**src/rtl/kinase_assay_sequencer.sv**
```systemverilog
// kinase_assay_sequencer
//
// Protocol controller for the kinase-activity chip control pads. One assay
// runs per start: LOAD_A, LOAD_B, LOAD_C, optional MIX, INCUBATE, ELUTE,
// FLUSH, DONE, then back to IDLE. Durations are counted in ticks of a
// TICK_DIV-clock prescaler. The prescaler, tick counter and pump phases
// restart on every state entry, so a state of N ticks lasts N*TICK_DIV clocks.
//
// Ports:
//   clk, rst        clock, synchronous active-high reset
//   start           begin an assay (sampled in IDLE only)
//   abort           jump to FLUSH from LOAD_A..ELUTE
//   cfg_mix_cycles  ring pump revolutions (6 ticks each), captured at start
//   cfg_out_sel     output port 0..3, captured at start
//   busy, done      status; done is a one-cycle pulse in DONE
//   state_o         current state code
//   pad_ctrl_a      13 chip valves (1 = closed)
//   pad_ctrl_s      4 output-select valves (1 = closed)
//   pad_pump_a      3-valve inlet peristaltic pump
//   pad_pump_b      2-valve ring pump
//
// All outputs are registered and always equal the decode of the state and
// pump phase being loaded on the same edge.
module kinase_assay_sequencer #(
    parameter int TICK_DIV    = 1000,
    parameter int LOAD_TICKS  = 48,
    parameter int INC_TICKS   = 200,
    parameter int ELUTE_TICKS = 48,
    parameter int FLUSH_TICKS = 24
) (
    input  logic        clk,
    input  logic        rst,
    input  logic        start,
    input  logic        abort,
    input  logic [7:0]  cfg_mix_cycles,
    input  logic [1:0]  cfg_out_sel,
    output logic        busy,
    output logic        done,
    output logic [3:0]  state_o,
    output logic [12:0] pad_ctrl_a,
    output logic [3:0]  pad_ctrl_s,
    output logic [2:0]  pad_pump_a,
    output logic [1:0]  pad_pump_b
);

    localparam logic [3:0] ST_IDLE     = 4'd0;
    localparam logic [3:0] ST_LOAD_A   = 4'd1;
    localparam logic [3:0] ST_LOAD_B   = 4'd2;
    localparam logic [3:0] ST_LOAD_C   = 4'd3;
    localparam logic [3:0] ST_MIX      = 4'd4;
    localparam logic [3:0] ST_INCUBATE = 4'd5;
    localparam logic [3:0] ST_ELUTE    = 4'd6;
    localparam logic [3:0] ST_FLUSH    = 4'd7;
    localparam logic [3:0] ST_DONE     = 4'd8;

    localparam int PRE_W = (TICK_DIV > 1) ? $clog2(TICK_DIV) : 1;
    // Wide enough for 6*255 mix ticks as well as the fixed state durations.
    localparam int TCNT_W = 16;

    logic [3:0]        state_r;
    logic [PRE_W-1:0]  pre_r;
    logic [TCNT_W-1:0] tcnt_r;
    logic [2:0]        pha_r;
    logic              phb_r;
    logic [7:0]        mix_r;
    logic [1:0]        sel_r;

    logic [3:0]        nxt_state;
    logic [PRE_W-1:0]  nxt_pre;
    logic [TCNT_W-1:0] nxt_tcnt;
    logic [2:0]        nxt_pha;
    logic              nxt_phb;
    logic [7:0]        nxt_mix;
    logic [1:0]        nxt_sel;
    logic [TCNT_W-1:0] limit;
    logic              tick;
    logic              last_tick;
    logic              clear;
    logic              abortable;

    // ---------------- output decode ----------------
    function automatic logic [12:0] ctrl_a_dec(input logic [3:0] st);
        case (st)
            ST_LOAD_A: ctrl_a_dec = 13'h1DE6;
            ST_LOAD_B: ctrl_a_dec = 13'h1DE5;
            ST_LOAD_C,
            ST_FLUSH:  ctrl_a_dec = 13'h1DE3;
            ST_MIX:    ctrl_a_dec = 13'h1E1F;
            ST_ELUTE:  ctrl_a_dec = 13'h1E0F;
            default:   ctrl_a_dec = 13'h1FFF;
        endcase
    endfunction

    function automatic logic [3:0] ctrl_s_dec(input logic [3:0] st, input logic [1:0] sel);
        if (st == ST_ELUTE) ctrl_s_dec = ~(4'b0001 << sel);
        else                ctrl_s_dec = 4'hF;
    endfunction

    function automatic logic [2:0] pump_a_dec(input logic [3:0] st, input logic [2:0] ph);
        logic [2:0] pat;
        case (ph)
            3'd0:    pat = 3'b011;
            3'd1:    pat = 3'b001;
            3'd2:    pat = 3'b101;
            3'd3:    pat = 3'b100;
            3'd4:    pat = 3'b110;
            default: pat = 3'b010;
        endcase
        if (st == ST_LOAD_A || st == ST_LOAD_B || st == ST_LOAD_C || st == ST_FLUSH)
            pump_a_dec = pat;
        else
            pump_a_dec = 3'b111;
    endfunction

    function automatic logic [1:0] pump_b_dec(input logic [3:0] st, input logic ph);
        if (st == ST_MIX || st == ST_ELUTE) pump_b_dec = ph ? 2'b10 : 2'b01;
        else                                pump_b_dec = 2'b11;
    endfunction

    // ---------------- tick and duration ----------------
    assign tick = (pre_r == PRE_W'(TICK_DIV - 1));

    always_comb begin
        limit = TCNT_W'(1);
        case (state_r)
            ST_LOAD_A,
            ST_LOAD_B,
            ST_LOAD_C:   limit = TCNT_W'(LOAD_TICKS);
            ST_MIX:      limit = TCNT_W'(mix_r) * TCNT_W'(6);
            ST_INCUBATE: limit = TCNT_W'(INC_TICKS);
            ST_ELUTE:    limit = TCNT_W'(ELUTE_TICKS);
            ST_FLUSH:    limit = TCNT_W'(FLUSH_TICKS);
            default:     limit = TCNT_W'(1);
        endcase
    end

    assign last_tick = tick && (tcnt_r == limit - TCNT_W'(1));
    assign abortable = (state_r >= ST_LOAD_A) && (state_r <= ST_ELUTE);

    // ---------------- next state ----------------
    always_comb begin
        nxt_state = state_r;
        case (state_r)
            ST_IDLE:     if (start) nxt_state = ST_LOAD_A;
            ST_LOAD_A:   if (last_tick) nxt_state = ST_LOAD_B;
            ST_LOAD_B:   if (last_tick) nxt_state = ST_LOAD_C;
            ST_LOAD_C:   if (last_tick) nxt_state = (mix_r == 8'd0) ? ST_INCUBATE : ST_MIX;
            ST_MIX:      if (last_tick) nxt_state = ST_INCUBATE;
            ST_INCUBATE: if (last_tick) nxt_state = ST_ELUTE;
            ST_ELUTE:    if (last_tick) nxt_state = ST_FLUSH;
            ST_FLUSH:    if (last_tick) nxt_state = ST_DONE;
            ST_DONE:     nxt_state = ST_IDLE;
            default:     nxt_state = ST_IDLE;
        endcase
        if (abort && abortable) nxt_state = ST_FLUSH;
    end

    // Counters restart on every state change and stay parked at zero in IDLE.
    assign clear = (nxt_state != state_r) || (state_r == ST_IDLE);

    always_comb begin
        nxt_pre  = '0;
        nxt_tcnt = '0;
        nxt_pha  = 3'd0;
        nxt_phb  = 1'b0;
        if (!clear) begin
            nxt_pre  = tick ? '0 : pre_r + PRE_W'(1);
            nxt_tcnt = tick ? tcnt_r + TCNT_W'(1) : tcnt_r;
            nxt_pha  = pha_r;
            nxt_phb  = phb_r;
            if (tick) begin
                nxt_pha = (pha_r == 3'd5) ? 3'd0 : pha_r + 3'd1;
                nxt_phb = ~phb_r;
            end
        end
    end

    // Configuration is captured only on the start that leaves IDLE.
    assign nxt_mix = (state_r == ST_IDLE && start) ? cfg_mix_cycles : mix_r;
    assign nxt_sel = (state_r == ST_IDLE && start) ? cfg_out_sel    : sel_r;

    // ---------------- state and output registers ----------------
    always_ff @(posedge clk) begin
        if (rst) begin
            state_r    <= ST_IDLE;
            pre_r      <= '0;
            tcnt_r     <= '0;
            pha_r      <= 3'd0;
            phb_r      <= 1'b0;
            mix_r      <= 8'd0;
            sel_r      <= 2'd0;
            busy       <= 1'b0;
            done       <= 1'b0;
            state_o    <= ST_IDLE;
            pad_ctrl_a <= 13'h1FFF;
            pad_ctrl_s <= 4'hF;
            pad_pump_a <= 3'b111;
            pad_pump_b <= 2'b11;
        end else begin
            state_r    <= nxt_state;
            pre_r      <= nxt_pre;
            tcnt_r     <= nxt_tcnt;
            pha_r      <= nxt_pha;
            phb_r      <= nxt_phb;
            mix_r      <= nxt_mix;
            sel_r      <= nxt_sel;
            busy       <= (nxt_state != ST_IDLE);
            done       <= (nxt_state == ST_DONE);
            state_o    <= nxt_state;
            pad_ctrl_a <= ctrl_a_dec(nxt_state);
            pad_ctrl_s <= ctrl_s_dec(nxt_state, nxt_sel);
            pad_pump_a <= pump_a_dec(nxt_state, nxt_pha);
            pad_pump_b <= pump_b_dec(nxt_state, nxt_phb);
        end
    end

endmodule

```
**config.mk**
```make
export PLATFORM = sky130hd
export DESIGN_NAME = kinase_assay_sequencer
export DESIGN_NICKNAME = d
export VERILOG_FILES = /design/src/rtl/kinase_assay_sequencer.sv
export SDC_FILE = /design/constraint.sdc
export NUM_CORES = 1
export LEC_CHECK = 0
export CAP_MARGIN = 10
export CORE_AREA = 2 2 106 108
export DETAILED_ROUTE_END_ITERATION = 8
export DIE_AREA = 0 0 108 110
export SLEW_MARGIN = 5
export SYNTH_ARGS = -nofsm -noshare
export SYNTH_HDL_FRONTEND = slang
export SYNTH_SLANG_ARGS = --single-unit
```
**constraint.sdc**
```tcl
create_clock -name clk -period 8.1 [get_ports clk]
set_input_delay 2.43 -clock clk [delete_from_list [all_inputs] [get_ports clk]]
set_output_delay 2.43 -clock clk [all_outputs]
set_load 0.02 [all_outputs]
```
==> notes.md, run 1 <==
Implementation summary

From the final report, the count of setup violators was given as 0. The post-route standard cell area excluding fillers is approximately 0.0043 mm². STA lists the maximum fanout along the critical path as 30. The type of the worst min-delay path is flop to flop.

The clock passes through at most 2 buffers. CTS saw ~61 sinks. The mux cell area share after synthesis is around 2.8%. The number of non-clock buffers is 41.

In the final layout, multi-input gates take up 53.3% of the cell area. The final layout report lists a non-clock inverter count of 17. The aoi/oai-family share of the synthesized area is between 15 and 20%.

The share of total power dissipated in sequential elements is 42.1%. The number of H-tree levels is 3. The share of the yosys chip area belonging to registers is approximately a third. The number of resized instances in the post-cts repair step is 0.

The dominant cell by count in the synthesized netlist is dfxtp_1. The critical path class is flop to flop. The placement-stage cell area is 0.00417 mm². For reference, the top cells by area after synthesis are dfxtp_1 33%, ha_1 4.7%, xor2_1 4.7%. The tightest slew margin relative to the limit is about a third. For this design, the slowest cell found on the critical path is or3_1. In the Yosys report the total cell count is 447. The power report lists cell-internal power as just over 0.0005 W.

The area growth from synthesis to final layout is 16.8%. The final-layout fill cell count is between 1000 and 1500. The total area of sequential cells is between 0.001 and 0.0015 mm².

The group drawing the most power is sequential cells. The placement report lists the number of port buffers as 38. The worst setup slack after layout is approximately 3.4 ns.

Summed over all layers, the global routing overflow is 0. Once layout is complete, the cells apart from fillers number approximately 620. The number of buffer and inverter instances along the worst setup path is 1. In the layout the commonest cells are 61 x dfxtp_1, 46 x nand2_1, 46 x nor2_1, 38 x clkdlybuf4s50_1, 24 x a21oi_1.

Looking at the cell usage after synthesis, the top flip-flop cell is dfxtp_1. The post-route minimum period is between 4 and 5 ns. The detailed-routing iteration count for the pre-antenna-repair pass is 4. The switching share of power is between 30% and 40%. The worst-margin pin slew is ~0.99 ns. The number of global-route vias before repair is about 3100. The report counts max-capacitance violations totalling 0. The worst hold path depth is 1. In the synthesized netlist, the dominant kind of combinational cell is simple AND/OR/NAND/NOR gates.

According to the finish report, the design has a final net count of approximately 500. The category of cells accounting for the largest share of critical-path delay is simple AND/OR/NAND/NOR gates. The power report attributes to the combinational group a share of 29.8%.

In the synthesized netlist, the cells that appear most often are 61 x dfxtp_1, 46 x nand2_1, 46 x nor2_1. The count of vias placed by the detailed router is between 3000 and 4000. Buffers added to address setup during post-CTS repair amount to 0. The largest cell class by area is logic gates. The maximum single-stage delay on the critical path is approximately 0.80 ns. The worst setup path is captured at a flop. The final design was reported to hold multi-input combinational gates totalling ~350. The post-detailed-route via-to-cell ratio is 5.14. The clock share of power is around 28%. The flow ran to the end, and the final reports show no timing, DRC or antenna violations. For the worst setup path, the data required time is between 8 and 9 ns. The logic depth of the worst register-to-register path is 13. The horizontal extent of the die is between 100 and 150 µm.
==> run 1: metal layers <==
metal	wire length, µm	up-vias	GRT usage, %
met5	0	-	0
met3	203	2	2.94
li1	-	1659	-
met2	4110	36	26.5
met4	42	0	4.12
met1	3980	1495	19.5
==> run 1: state kept, by name, indices dropped and copies added, names as in the netlist, 3 cells and up <==
register,flops
pad_pump_a,3
pha_r,3
tcnt_r,16
state_r,4
mix_r,8
pad_ctrl_s,4
pre_r,10
pad_ctrl_a,6
==> run 1: cells by family after synthesis <==
| group | Yosys count |
|---|---|
| AND/OR/NAND/NOR | 205 |
| AND-OR/OR-AND | 78 |
| flip-flops | 61 |
| buffers and inverters | 42 |
| XOR/XNOR | 35 |
| adder cells (fa/ha/maj) | 15 |
| multiplexers | 10 |
| other | 1 |
Fig. 1: run 1, where the registers sit
Other sequential cells in the stronger gray, the rest of the logic in the fainter gray.
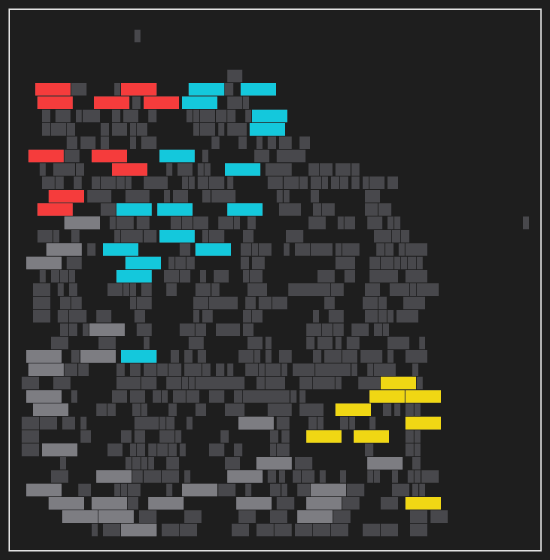
Red is `pre_r`, flops 10, where top left. Cyan is `tcnt_r`, flops 16. Yellow is `mix_r`, flops 8, where bottom right.
Another 27 sequential cells are not colored.

Fig. 2: run 1, floorplan with the power grid
Pins as bars on the die edge.
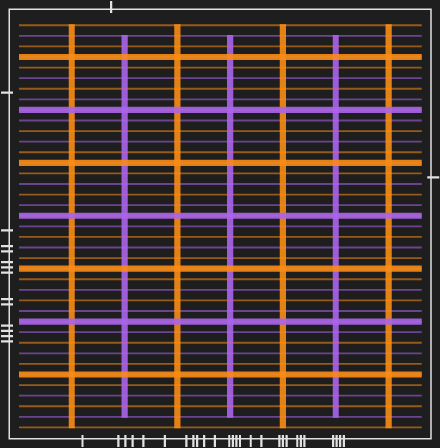
Purple is VDD. Orange is VSS.
7 straps on met4. The core has 38 rows.

Fig. 3: run 1, clock wiring as the flow saved it
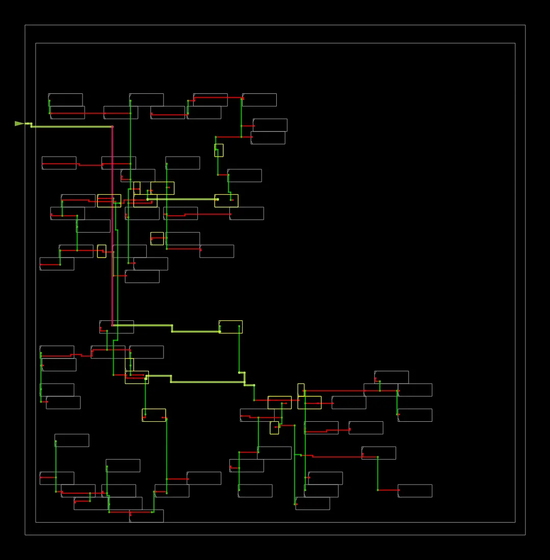
clock network power consumption: 0.000219 W
clk_lat worst skew: 0.33 ns
clock tree buffer count of the final layout: 11
clk_skew: 0.00875 ns

Fig. 4: run 1, the metal 1 layer
Supply wires on this layer in gray.
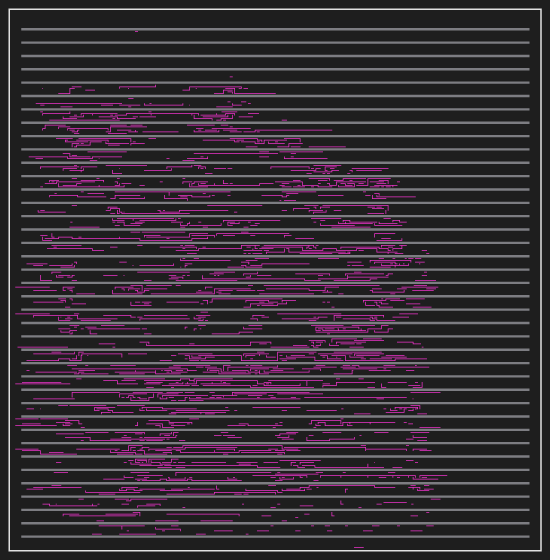

==> run 2, diff against run 1 <==
clock period = 3.85 ns   (was 8.1 ns; I/O delays follow)
Fig. 5: run 2, the metal 1 layer
Supply wires on this layer in gray.
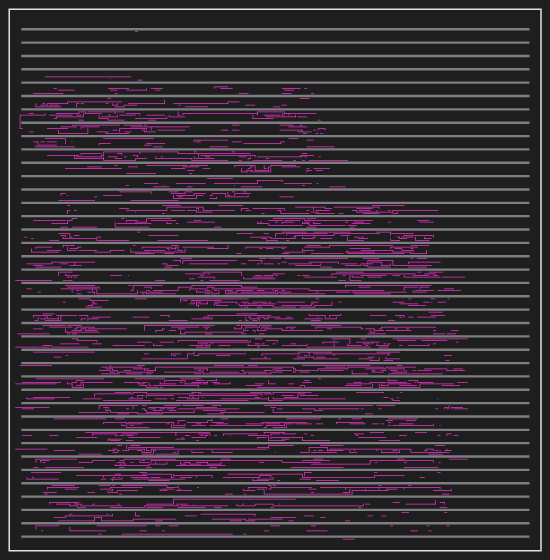
The longest straight run is 28.1 µm. The layer carries 4430 µm of wire.

Fig. 6: run 2, gate-type map
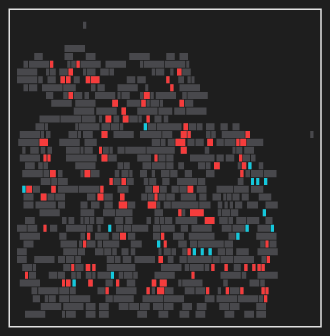
Red is NAND gates, cells 93, where widely spread. Cyan is inverters, cells 17.
most instantiated logic cell after routing: dfxtp_1
number of cells in the finished layout apart from fillers: 669
combinational share of cell area: 50.4%

==> run 2 against run 1 <==
  * Setup slack worse by 3.4 ns
  * Largest power group unchanged
  * Design area up 14%
  * Largest cell class unchanged
  * Critical path depth up 1
  * Clock skew down 0.0019 ns
==> notes.md, run 2 <==
Implementation summary

The prevailing logic family in the synthesized netlist is simple AND/OR/NAND/NOR gates. The horizontal extent of the die was 108 µm (unchanged). The run finished with clean final reports. The number of global-route vias before repair is 3383 (+8.2%). The worst setup slack after layout came to 0.0386 ns (-3.38 ns).

The synthesis report lists the most area-consuming cells as dfxtp_1 33%, ha_1 4.7%, xor2_1 4.7%. Leaving out fill and tap cells, the most frequent cells in the layout are 59 x dfxtp_1, 50 x buf_4, 46 x nor2_1, 45 x nand2_1, 38 x clkdlybuf4s50_1. The number of buffer and inverter instances along the worst setup path came to 2 (+1). The number of flip-flops under the largest register name is 16 (unchanged). The number of setup violations in the final report was 0 (unchanged). The final-stage net count came to 553 (+9.5%). The sum of routed wire segments on met1 is 4.43 mm (+12%). The remaining global-route overflow is 0 (unchanged). The number of non-clock buffers is 89 (+120%). The mux cell area share after synthesis was 2.77% (unchanged).

More flip-flops sit in one register than any other, and that register is tcnt_r. The worst-margin pin slew is 0.554 ns (-0.435 ns). The biggest fanout along the worst timing path is 5 (-83%).

The multi-input combinational gate total is 346 (unchanged). The non-clock inverter instance count of the final layout is 17 (unchanged). The worst hold path depth came to 1 (unchanged).

The post-route standard cell area excluding fillers is 0.00492 mm² (+14%). The global-route track usage on met1 is 22.4% (+2.9 points). The post-detailed-route via-to-cell ratio is 5.15 (+0.12%). The met2 usage is 27.1% (+0.67 points). The clock sink count was 61 (unchanged). The post-route minimum period is 3.81 ns (-0.866 ns). The element type at the critical path end is a flop. The total area of sequential cells is 0.00123 mm² (+0.41%). The tightest slew margin relative to the limit is 63.0% (+29 points). The maximum single-stage delay on the critical path is 0.56 ns (-0.24 ns). For this run the top cell type by instance count after synthesis was dfxtp_1. The placement-stage cell area was 0.00450 mm² (+7.9%).

The met3 usage is 3.76% (+0.82 points). The dominant register cell is dfxtp_1. The type of the worst min-delay path is flop to flop. The clock tree buffer count of the final layout is 9 (-2). The logic depth of the worst register-to-register path is 14 (+1).

The number of input and output port buffers inserted was 38 (unchanged). The count of vias placed by the detailed router is 3443 (+7.9%). In this design, the largest share of critical-path delay is due to simple AND/OR/NAND/NOR gates. The largest registers in the layout are tcnt_r x16, pre_r x10, mix_r x8. The final-layout fill cell count is 1041 (-6.6%). The data required time of the critical path is 4.07 ns (-4.26 ns).
==> run 2: netlist changes by cell type in the layout (fill, tap and decap cells not counted), moves of 3 or more <==
cell and change:
clkinv_4 +3, inv_1 -3, mux2i_1 -3, clkinv_2 -3
buf_4 +47, inv_2 +3
==> run 2: report_power, final <==
| part | total, W | leakage [nW] | switching (W) | internal, W |
|---|---|---|---|---|
| sequential | 0.000688 | 0.497 | 0.0000290 | 0.000659 |
| clock | 0.000575 | 0.0954 | 0.000275 | 0.000300 |
| combinational | 0.000650 | 1.25 | 0.000343 | 0.000307 |
| total | 0.00191 | 1.84 | 0.000647 | 0.00127 |
==> run 2: what timing repair did <==
action	4_1_cts	5_1_grt
setup endpoints to repair	33	21
gates cloned	0	0
pin swaps	9	7
hold buffers	0	0
gates resized	16	19
setup buffers	4	2
Fig. 7: run 2, floorplan with the power grid
Pins as bars on the die edge.
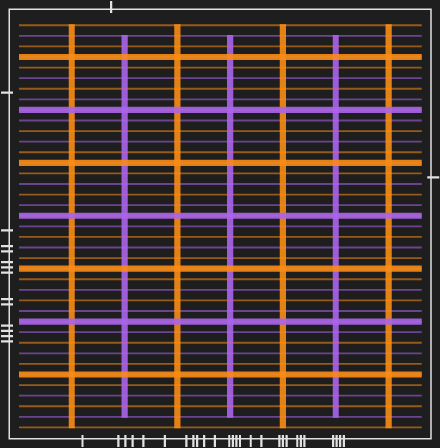

==> run 3, diff against run 2 <==
clock period = 3.7 ns   (was 3.85 ns; I/O delays follow)
Fig. 8: run 3, floorplan with the power grid
Pins as bars on the die edge.
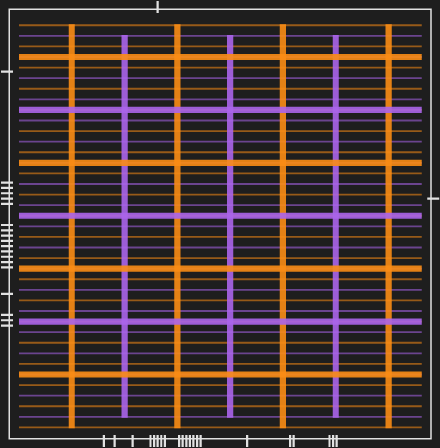
Purple is VDD. Orange is VSS.
39 met1 rails follow the rows. 42 signal pins sit on the boundary. 7 straps on met4.
area of the core: 0.0107 mm²
Chip Width: 108 µm

==> run 3 against run 2 <==
  * The run now ends with setup timing left
  * Synthesized cell count unchanged
  * Core utilization increased by 1.9 points
  * Combinational power increased by 15%
==> notes.md, run 3 <==
Implementation summary

The flow ran to the end, but the final reports show violations. The checks that failed: setup timing. The tightest slew margin relative to the limit was 60.4% (-2.6 points). For flop-to-flop paths, the worst setup slack is -0.14 ns. The post-route minimum period is 3.84 ns (+0.0289 ns). The sum of routed wire segments on met1 is 4.57 mm (+3.0%). The logic depth of the worst register-to-register path is 16 (+2). The initial antenna violation count is 0.

The element type at the critical path end is a flop. The highest-count logic cell in the final layout is dfxtp_1. The number of rows created at floorplan is 38. The final-stage net count is 563 (+1.8%). The cell-internal power came to 0.00137 W (+8.4%). The area fraction in xor and xnor cells is under 10%. The type of the worst min-delay path is flop to flop. The area fraction in and, or, nand and nor cells after synthesis is 29.4%. The post-route standard cell area excluding fillers is 0.00512 mm² (+4.2%). The synthesis report lists the most area-consuming cells as dfxtp_1 33%, ha_1 4.7%, xor2_1 4.7%.

The clock sink count is 61 (unchanged). The category of cells accounting for the largest share of critical-path delay is simple AND/OR/NAND/NOR gates. The number of input and output port buffers inserted is 38 (unchanged). The global-route track usage on met1 is 22.3% (-0.12 points). The switching share of power came to 33.7% (-0.13 points). The met3 usage is 4.17% (+0.41 points). The power spent charging and discharging nets is 0.000698 W (+7.8%). The worst hold path depth is 1 (unchanged). The final-layout fill cell count came to 1025 (-1.5%). Of the combinational cells, the family taking the most area is simple AND/OR/NAND/NOR gates.

The dominant cell by count in the synthesized netlist is dfxtp_1. The launch point of the worst path is mix_r[1]$_SDFFE_PP0P_. The relative contribution of sequential cells to total power is 34.5% (-1.4 points). The power drawn by the combinational cells was 0.000750 W (+15%).

The clock share of power was 29.3% (-0.8 points). The power consumed by the clock network is 0.000606 W (+5.4%). The group drawing the most power is combinational cells. The met2 usage is 26.5% (-0.63 points).

The remaining global-route overflow was 0 (unchanged). The area growth from synthesis to final layout is 38.2%. The worst-margin pin slew is 0.594 ns (+0.0398 ns). The post-detailed-route via-to-cell ratio was 5.11 (-0.76%). The number of buffer and inverter instances along the worst setup path is 3 (+1).

Averaged over all synthesized cells, the footprint is 8.29 µm². The biggest fanout along the worst timing path is 5 (unchanged). The mux cell area share after synthesis is 2.77% (unchanged). The total of warnings raised by yosys is 0. The placement-stage cell area is 0.00458 mm² (+1.8%). In this run, the number of DRC markers left after iteration 0 of detailed routing was roughly 180. In the final layout, the registers with the most flip-flops are tcnt_r x16, pre_r x10, mix_r x8. The post-CTS setup buffer count was 2 (-2). The dominant register cell is dfxtp_1. Ranked by flip-flop count, first place goes to tcnt_r. The number of setup violations in the final report is 24 (+24).

After synthesis, the share of flip-flops with an asynchronous set or reset is 0%. The count of vias placed by the detailed router was 3468 (+0.73%). The combinational share of power came to 36.2% (+2.2 points). In the layout the commonest cells are 59 x dfxtp_1, 57 x buf_4, 45 x nor2_1, 43 x nand2_1, 38 x clkdlybuf4s50_1. The number of buffers inserted for hold repair after clock tree synthesis is 0 (unchanged). The number of global-route vias before repair came to 3423 (+1.2%). The data required time of the critical path was 3.93 ns (-0.14 ns). The tally of non-filler cells in the final layout is 679 (+1.5%). The total clock buffers created by CTS is 9.

The worst setup slack after layout came to -0.140 ns (-0.179 ns). STA lists the startpoint of the worst register-to-register path as mix_r[1]$_SDFFE_PP0P_. The number of resized instances in the post-cts repair step was 7 (-9). The maximum single-stage delay on the critical path came to 0.50 ns (-0.06 ns). The number of flip-flops under the largest register name came to 16 (unchanged). The maximum root-to-sink buffer count is 2.

The overall routing resource usage is between 15 and 20%.
Fig. 9: run 3, where the registers sit
Other sequential cells in the stronger gray, the rest of the logic in the fainter gray.
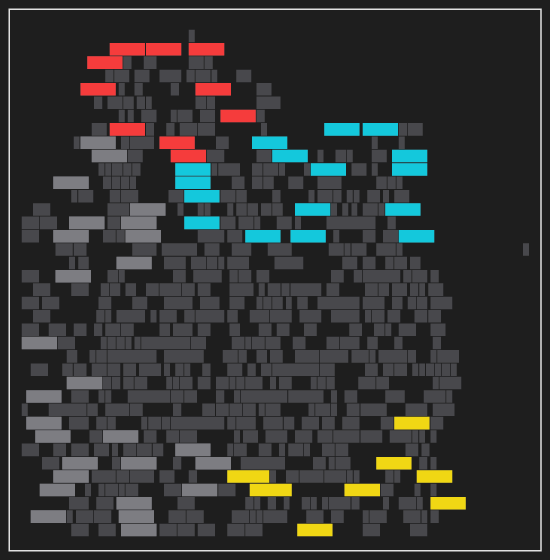
Yellow is `mix_r`, flops 8. Cyan is `tcnt_r`, flops 16. Red is `pre_r`, flops 10.
Another 27 sequential cells are not colored.
Sequential Area: 0.00123 mm²
power consumed by sequential cells: 0.000715 W
fin util: 47.9%

run 3: cell families after synthesis:
logic type                 Yosys count
xor gates and xnor gates            35
buffers and inverters               42
AOI/OAI and AO/OA                   78
other                                1
muxes                               10
adders and majority gates           15
DFF                                 61
and+or+nand+nor                    205
run 3: area by class of cell:
type | count | area share [%]
well taps | 140 | 3.42
flip-flops and latches | 61 | 24.0
clock buffers | 12 | 2.83
clock inverters | 4 | 1.10
inverters | 17 | 1.25
repair buffers | 99 | 16.8
multi-input cells | 346 | 50.6
run 3: through the flow:
step	power [W]	setup TNS [ns]
after floorplan	0.00111	0
after global placement	0.00133	-0.258
after detailed placement	0.00134	-1.36
after CTS	0.00198	-0.572
after global routing	0.00219	-9.86
final	0.00207	-1.52
Power figures rest on the tool's default switching activity, not on a simulated workload.
